==> src/rtl/hpdcache_mem_write_arb.sv <==
// rtl/hpdcache_mem_write_arb.sv - memory write channel arbiter for NREQ write sources
// Round-robin request arbitration; an order FIFO keeps write data in request order.
module hpdcache_mem_write_arb #(
    parameter  int NREQ         = 2,
    parameter  int META_WIDTH   = 64,
    parameter  int MEM_ID_WIDTH = 8,
    parameter  int DATA_WIDTH   = 512,
    parameter  int FIFO_DEPTH   = 4,
    localparam int IDX_W        = $clog2(NREQ),
    localparam int UP_ID_W      = MEM_ID_WIDTH - IDX_W,
    localparam int BE_W         = DATA_WIDTH / 8
) (
    input  logic                       clk_i,
    input  logic                       rst_i,

    input  logic [NREQ-1:0]            req_valid_i,
    output logic [NREQ-1:0]            req_ready_o,
    input  logic [NREQ*META_WIDTH-1:0] req_meta_i,
    input  logic [NREQ*UP_ID_W-1:0]    req_id_i,

    input  logic [NREQ-1:0]            data_valid_i,
    output logic [NREQ-1:0]            data_ready_o,
    input  logic [NREQ*DATA_WIDTH-1:0] data_i,
    input  logic [NREQ*BE_W-1:0]       data_be_i,
    input  logic [NREQ-1:0]            data_last_i,

    output logic [NREQ-1:0]            resp_valid_o,
    input  logic [NREQ-1:0]            resp_ready_i,
    output logic [UP_ID_W-1:0]         resp_id_o,
    output logic                       resp_error_o,

    output logic                       mem_req_valid_o,
    input  logic                       mem_req_ready_i,
    output logic [META_WIDTH-1:0]      mem_req_meta_o,
    output logic [MEM_ID_WIDTH-1:0]    mem_req_id_o,

    output logic                       mem_data_valid_o,
    input  logic                       mem_data_ready_i,
    output logic [DATA_WIDTH-1:0]      mem_data_o,
    output logic [BE_W-1:0]            mem_data_be_o,
    output logic                       mem_data_last_o,

    input  logic                       mem_resp_valid_i,
    output logic                       mem_resp_ready_o,
    input  logic [MEM_ID_WIDTH-1:0]    mem_resp_id_i,
    input  logic                       mem_resp_error_i
);

    localparam int PTR_W = $clog2(FIFO_DEPTH);
    localparam int CNT_W = PTR_W + 1;
    localparam logic [CNT_W-1:0] DEPTH_C = CNT_W'(FIFO_DEPTH);

    logic [IDX_W-1:0] rr_q, rr_d;
    logic [IDX_W-1:0] grant_q, grant_d;
    logic             lock_q, lock_d;
    logic [IDX_W-1:0] fifo_q [FIFO_DEPTH];
    logic [IDX_W-1:0] fifo_d [FIFO_DEPTH];
    logic [PTR_W-1:0] wr_ptr_q, wr_ptr_d, rd_ptr_q, rd_ptr_d;
    logic [CNT_W-1:0] cnt_q, cnt_d;

    logic [IDX_W-1:0] grant, grant_hi, grant_lo, head, resp_tgt;
    logic             found_hi, fifo_full, fifo_empty, req_hs, pop, resp_tgt_ok;

    assign fifo_full  = (cnt_q == DEPTH_C);
    assign fifo_empty = (cnt_q == '0);
    assign head       = fifo_q[rd_ptr_q];

    // Lowest valid index at/after rr wins; otherwise wrap to the lowest valid index.
    always_comb begin
        grant_hi = '0;
        grant_lo = '0;
        found_hi = 1'b0;
        for (int k = NREQ - 1; k >= 0; k--) begin
            if (req_valid_i[k]) begin
                grant_lo = IDX_W'(k);
                if (IDX_W'(k) >= rr_q) begin
                    grant_hi = IDX_W'(k);
                    found_hi = 1'b1;
                end
            end
        end
        grant = lock_q ? grant_q : (found_hi ? grant_hi : grant_lo);
    end

    assign mem_req_valid_o = (|req_valid_i) & ~fifo_full;
    assign req_hs          = mem_req_valid_o & mem_req_ready_i;

    always_comb begin
        req_ready_o    = '0;
        mem_req_meta_o = '0;
        mem_req_id_o   = '0;
        for (int k = 0; k < NREQ; k++) begin
            if (grant == IDX_W'(k)) begin
                req_ready_o[k] = mem_req_valid_o & mem_req_ready_i;
                mem_req_meta_o = req_meta_i[k*META_WIDTH +: META_WIDTH];
                mem_req_id_o   = {IDX_W'(k), req_id_i[k*UP_ID_W +: UP_ID_W]};
            end
        end
    end

    always_comb begin
        data_ready_o     = '0;
        mem_data_valid_o = 1'b0;
        mem_data_o       = '0;
        mem_data_be_o    = '0;
        mem_data_last_o  = 1'b0;
        for (int k = 0; k < NREQ; k++) begin
            if (head == IDX_W'(k)) begin
                data_ready_o[k]  = ~fifo_empty & mem_data_ready_i;
                mem_data_valid_o = ~fifo_empty & data_valid_i[k];
                mem_data_o       = data_i[k*DATA_WIDTH +: DATA_WIDTH];
                mem_data_be_o    = data_be_i[k*BE_W +: BE_W];
                mem_data_last_o  = data_last_i[k];
            end
        end
    end

    assign pop = mem_data_valid_o & mem_data_ready_i & mem_data_last_o;

    always_comb begin
        rr_d     = rr_q;
        grant_d  = grant_q;
        lock_d   = lock_q;
        fifo_d   = fifo_q;
        wr_ptr_d = wr_ptr_q;
        rd_ptr_d = rd_ptr_q;
        if (req_hs) begin
            fifo_d[wr_ptr_q] = grant;
            wr_ptr_d         = wr_ptr_q + PTR_W'(1);
            rr_d             = (grant == IDX_W'(NREQ - 1)) ? '0 : grant + IDX_W'(1);
            lock_d           = 1'b0;
        end else if (mem_req_valid_o) begin
            // Payload must stay put until the downstream accepts it.
            lock_d  = 1'b1;
            grant_d = grant;
        end
        if (pop) begin
            rd_ptr_d = rd_ptr_q + PTR_W'(1);
        end
        cnt_d = cnt_q + CNT_W'(req_hs) - CNT_W'(pop);
    end

    always_ff @(posedge clk_i) begin
        if (rst_i) begin
            rr_q     <= '0;
            grant_q  <= '0;
            lock_q   <= 1'b0;
            wr_ptr_q <= '0;
            rd_ptr_q <= '0;
            cnt_q    <= '0;
        end else begin
            rr_q     <= rr_d;
            grant_q  <= grant_d;
            lock_q   <= lock_d;
            wr_ptr_q <= wr_ptr_d;
            rd_ptr_q <= rd_ptr_d;
            cnt_q    <= cnt_d;
        end
    end

    always_ff @(posedge clk_i) begin
        fifo_q <= fifo_d;
    end

    // Responses are steered by the index tag carried in the upper ID bits.
    assign resp_tgt     = mem_resp_id_i[MEM_ID_WIDTH-1 -: IDX_W];
    assign resp_tgt_ok  = ({1'b0, resp_tgt} < (IDX_W + 1)'(NREQ));
    assign resp_id_o    = mem_resp_id_i[UP_ID_W-1:0];
    assign resp_error_o = mem_resp_error_i;

    always_comb begin
        resp_valid_o     = '0;
        mem_resp_ready_o = 1'b1;
        for (int k = 0; k < NREQ; k++) begin
            if (resp_tgt == IDX_W'(k)) begin
                resp_valid_o[k]  = mem_resp_valid_i;
                mem_resp_ready_o = resp_ready_i[k];
            end
        end
    end

    resp_tgt_in_range: assert property (@(posedge clk_i) disable iff (rst_i)
        mem_resp_valid_i |-> resp_tgt_ok);

endmodule

==> config.mk <==
export PLATFORM = sky130hd
export DESIGN_NAME = hpdcache_mem_write_arb
export DESIGN_NICKNAME = d
export VERILOG_FILES = /design/src/rtl/hpdcache_mem_write_arb.sv
export SDC_FILE = /design/constraint.sdc
export NUM_CORES = 1
export LEC_CHECK = 0
export ABC_AREA = 1
export CORE_AREA = 2 2 776 778
export DETAILED_ROUTE_END_ITERATION = 8
export DIE_AREA = 0 0 778 780
export SETUP_SLACK_MARGIN = 0.5
export SYNTH_ARGS = -nofsm -noshare
export SYNTH_HDL_FRONTEND = slang
export SYNTH_SLANG_ARGS = --single-unit
==> constraint.sdc <==
create_clock -name clk_i -period 2.2 [get_ports clk_i]
set_clock_uncertainty 0.2 [all_clocks]
set_input_delay 0.44 -clock clk_i [delete_from_list [all_inputs] [get_ports clk_i]]
set_output_delay 0.44 -clock clk_i [all_outputs]
set_load 0.01 [all_outputs]
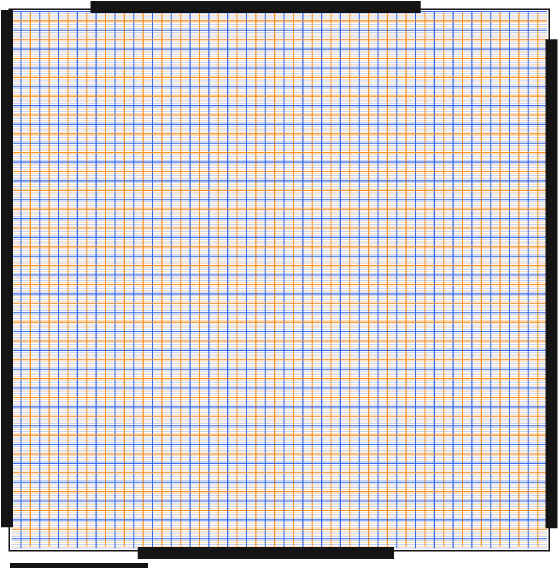
floorplan.png
Scale bar: 200 um. Pins as bars on the die edge.
net	color
VSS	blue
VDD	orange
signal pins	1982
met4 straps	56
met5 straps	57
rows	285
met1 rails	286
die width: 778 um
Vert. Die Dim: 780 um

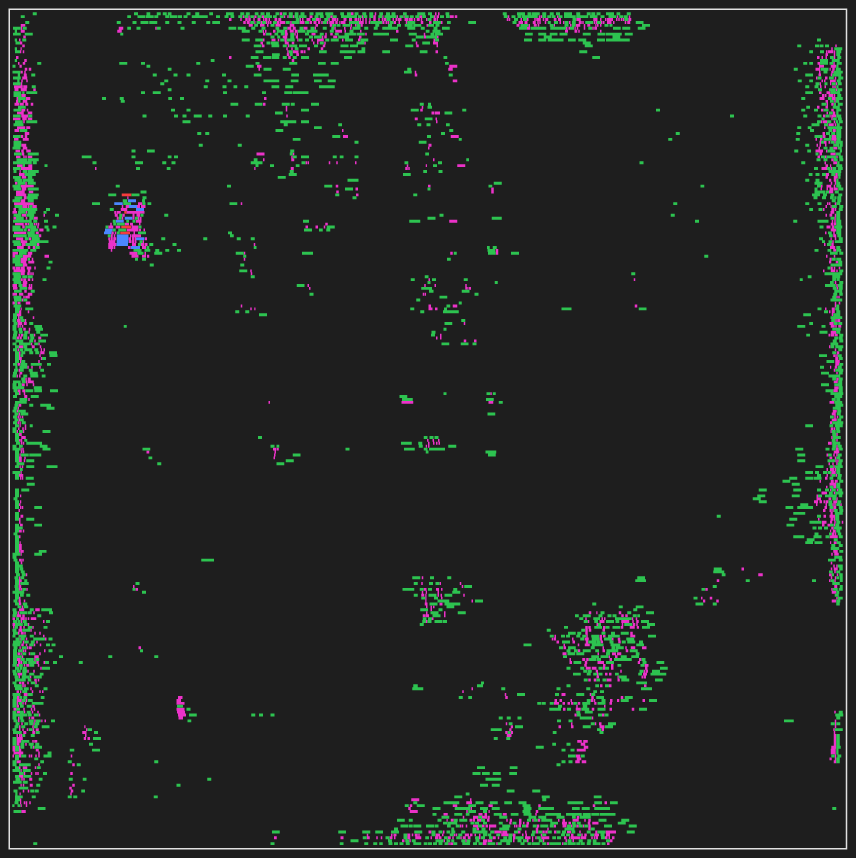
class_map.png
class	color	cells
registers	blue	14
remaining logic cells	magenta	2032
clock drivers and dummy loads	red	4
remaining buffers and delay cells	green	2192
register share of the cell area: 0.6653%
Final Cell Area: 49090 um2
cell row count: 285

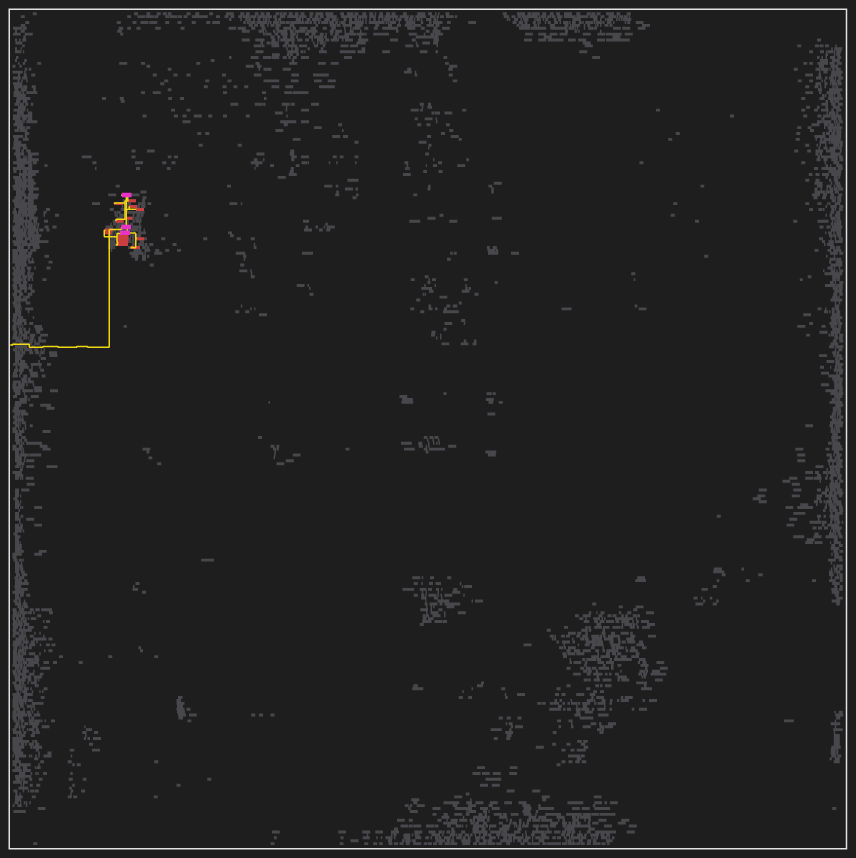
clock_wires.png
[flip-flops] red | count: 14
[clock wires] yellow | length: 394 um
[clock-net drivers] magenta | count: 3
routed clock nets	4
clk_lat worst skew: 0.25 ns
clock-net power: 0.000350 W
clock share of power: 1.1%

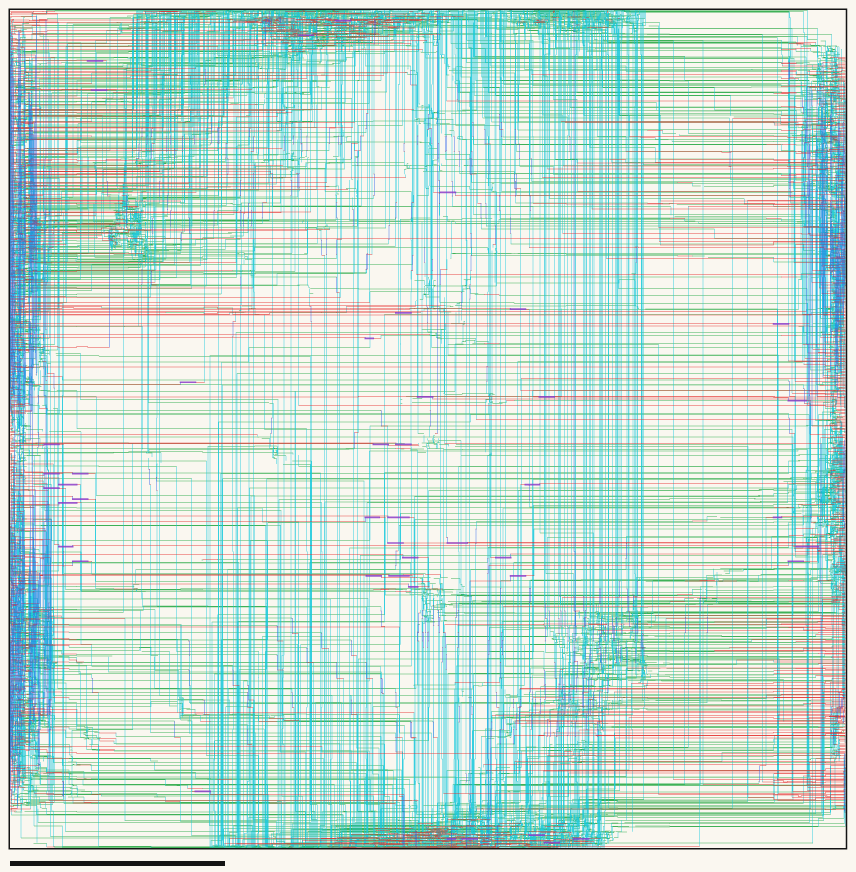
layers.png
Scale bar: 200 um.
layer	color	wire length
M5	purple	608 um
M2	cyan	228 mm
M4	blue	21.8 mm
M1	green	199 mm
M3	red	69.6 mm

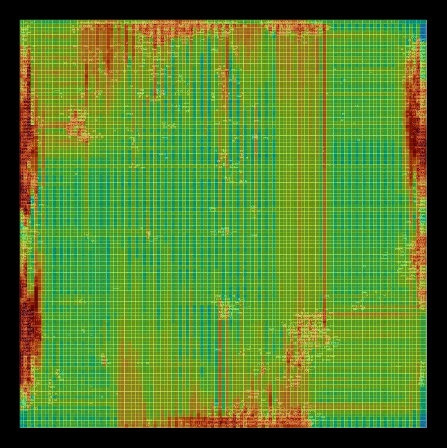
congestion_map.png
met3 Track Usage GR: 9.411%
met2 Track Usage GR: 26.14%
total global routing track utilization: 16.29%
met1 routing resource usage after global routing: 18.17%
grt peak-use layer: met2

==> flow_summary.rst <==
Implementation results
======================

.. list-table::
   :header-rows: 1

   * - Metric
     - Value
   * - Result of the run
     - finished, violations left
   * - Violated checks
     - setup timing
   * - Most frequent logic cells in the routed design
     - clkdlybuf4s50_1, nand2_1, nand2_2
   * - Final setup violating endpoints
     - 660
   * - Worst setup margin
     - -0.8301 ns
   * - Share of layout cells above drive strength 1
     - 34.72%
   * - Chip area
     - 606800 um2
   * - H-tree levels
     - 1
   * - Clock buffer count from CTS
     - 3
   * - Wire length of the first global-routing pass
     - ~560000 um
   * - Worst-case headroom to the max-slew limit
     - roughly 52%
   * - Final wirelength
     - 519700 um
   * - RSZ-0062 raised after global routing
     - yes
   * - Post-route total power
     - between 0.03 and 0.04 W
   * - Area Growth Syn to Fin
     - 446.3%
   * - Most common library cells after synthesis
     - nand2_1, buf_2, buf_4, inv_1, nor2_1
   * - Post-synth tally of flip-flops with integrated enable
     - 4
   * - Async set-or-reset flop fraction in the synthesized netlist
     - 0%
   * - Fill cell count
     - 69950
   * - Crit path arrival time
     - roughly 2.4 ns
   * - Core Box Area
     - 599400 um2
   * - Final routed DRC violation total
     - 0
   * - Initial antenna violation count
     - 556
   * - Synthesized chip area reported by yosys
     - about 9000 um2
   * - Setup total negative slack
     - -422.96 ns
   * - Maximum cell stage delay along the critical path
     - approximately 0.37 ns
   * - Count of warnings emitted by yosys
     - 0
   * - Top FF cell, synth
     - dfxtp_1
   * - Register cell area after layout
     - ~330 um2
   * - Vias in the first global route
     - 24410
   * - CP Class
     - flop to primary output
   * - Area occupied by multi-input gates
     - 10210 um2
-- sequential cells by signal, indices dropped and copies added, names as in the netlist --
name      cells
rd_ptr_q      2
rr_q          1
lock_q        1
cnt_q         3
grant_q       1
fifo_q        4
wr_ptr_q      2
-- power by group --
group,leakage [nW],switching (W),internal [W]
combinational,19.2,0.0181,0.0137
clock,0.0397,0.000109,0.000241
sequential,0.121,0.0000277,0.000317
total,19.3,0.0182,0.0143
-- worst reg2reg max path: stages (launching register included) --
cell     delay (ns)
dfxtp_4        0.36
inv_4          0.06
nand2_2        0.06
nand3_4        0.11
nand2_8        0.10
buf_12         0.16
buf_12         0.16
nand2_1        0.22
nand2_2        0.10
nand3_2        0.10
inv_1          0.08
ha_4           0.27
inv_2          0.04
ha_4           0.15
fa_2           0.52
inv_1          0.04
nor2_1         0.09
-- metal layers --
metal	wire length, um	GRT usage, %	part of all wire (%)	vias up
li1	-	-	-	10790
met1	199200	18.17	38	11740
met2	228500	26.14	44	2718
met3	69590	9.411	13	1085
met4	21820	4.783	4.2	88
met5	608	0	0.12	-
-- cell families after synthesis --
| family | synth area share [%] |
|---|---|
| AND-OR/OR-AND | 1.072 |
| XOR/XNOR | 0.1950 |
| adder cells (fa/ha/maj) | 1.058 |
| buffers and inverters | 11.25 |
| flip-flops | 3.564 |
| multiplexers | 0.1253 |
| AND/OR/NAND/NOR | 82.73 |
-- timing repair --
action                                  in CTS  in global routing
hold buffers                                 0                  0
pin swaps                                   44                  6
endpoints found under the hold margin        0                  0
buffers inserted                            48                 24
cloned                                      24                 17
endpoints found under the setup margin     676                669
gates resized                              407                346
-- final cells by class --
type | count | share of cell area (%)
Antenna cell | 190 | 0.9686
Clock buffer | 3 | 0.1529
Clock inverter | 1 | 0.007647
Inverter | 29 | 0.3110
Multi-Input combinational cell | 2003 | 20.80
Sequential cell | 14 | 0.6653
Tap cell | 8036 | 20.48
Timing Repair Buffer | 2192 | 56.61
-- per-stage QoR --
stage	instance area, um2	cells	hold WS (ns)
final	49090	12470	0.3328
after global routing	48810	12360	0.3558
after CTS	47340	12240	0.3159
after detailed placement	44810	12160	0.3020
after global placement	44810	12160	0.2721
after floorplan	10430	2198	0.2307
-- path summary, 6_finish.rpt --
path	startpoint	slack (ns)	cells past startpoint	endpoint
worst max register to register	rd_ptr_q[0]$_SDFFE_PP0P_	-0.69	16	cnt_q[1]$_SDFF_PP0_
worst min-delay path	rr_q$_SDFFE_PP0P_	0.33	2	rr_q$_SDFFE_PP0P_
worst max-delay path	rd_ptr_q[0]$_SDFFE_PP0P_	-0.83	13	mem_data_be_o[3]
worst min register to register	rr_q$_SDFFE_PP0P_	0.33	2	rr_q$_SDFFE_PP0P_
No activity file was given, so power comes from the tool's default toggle rates.
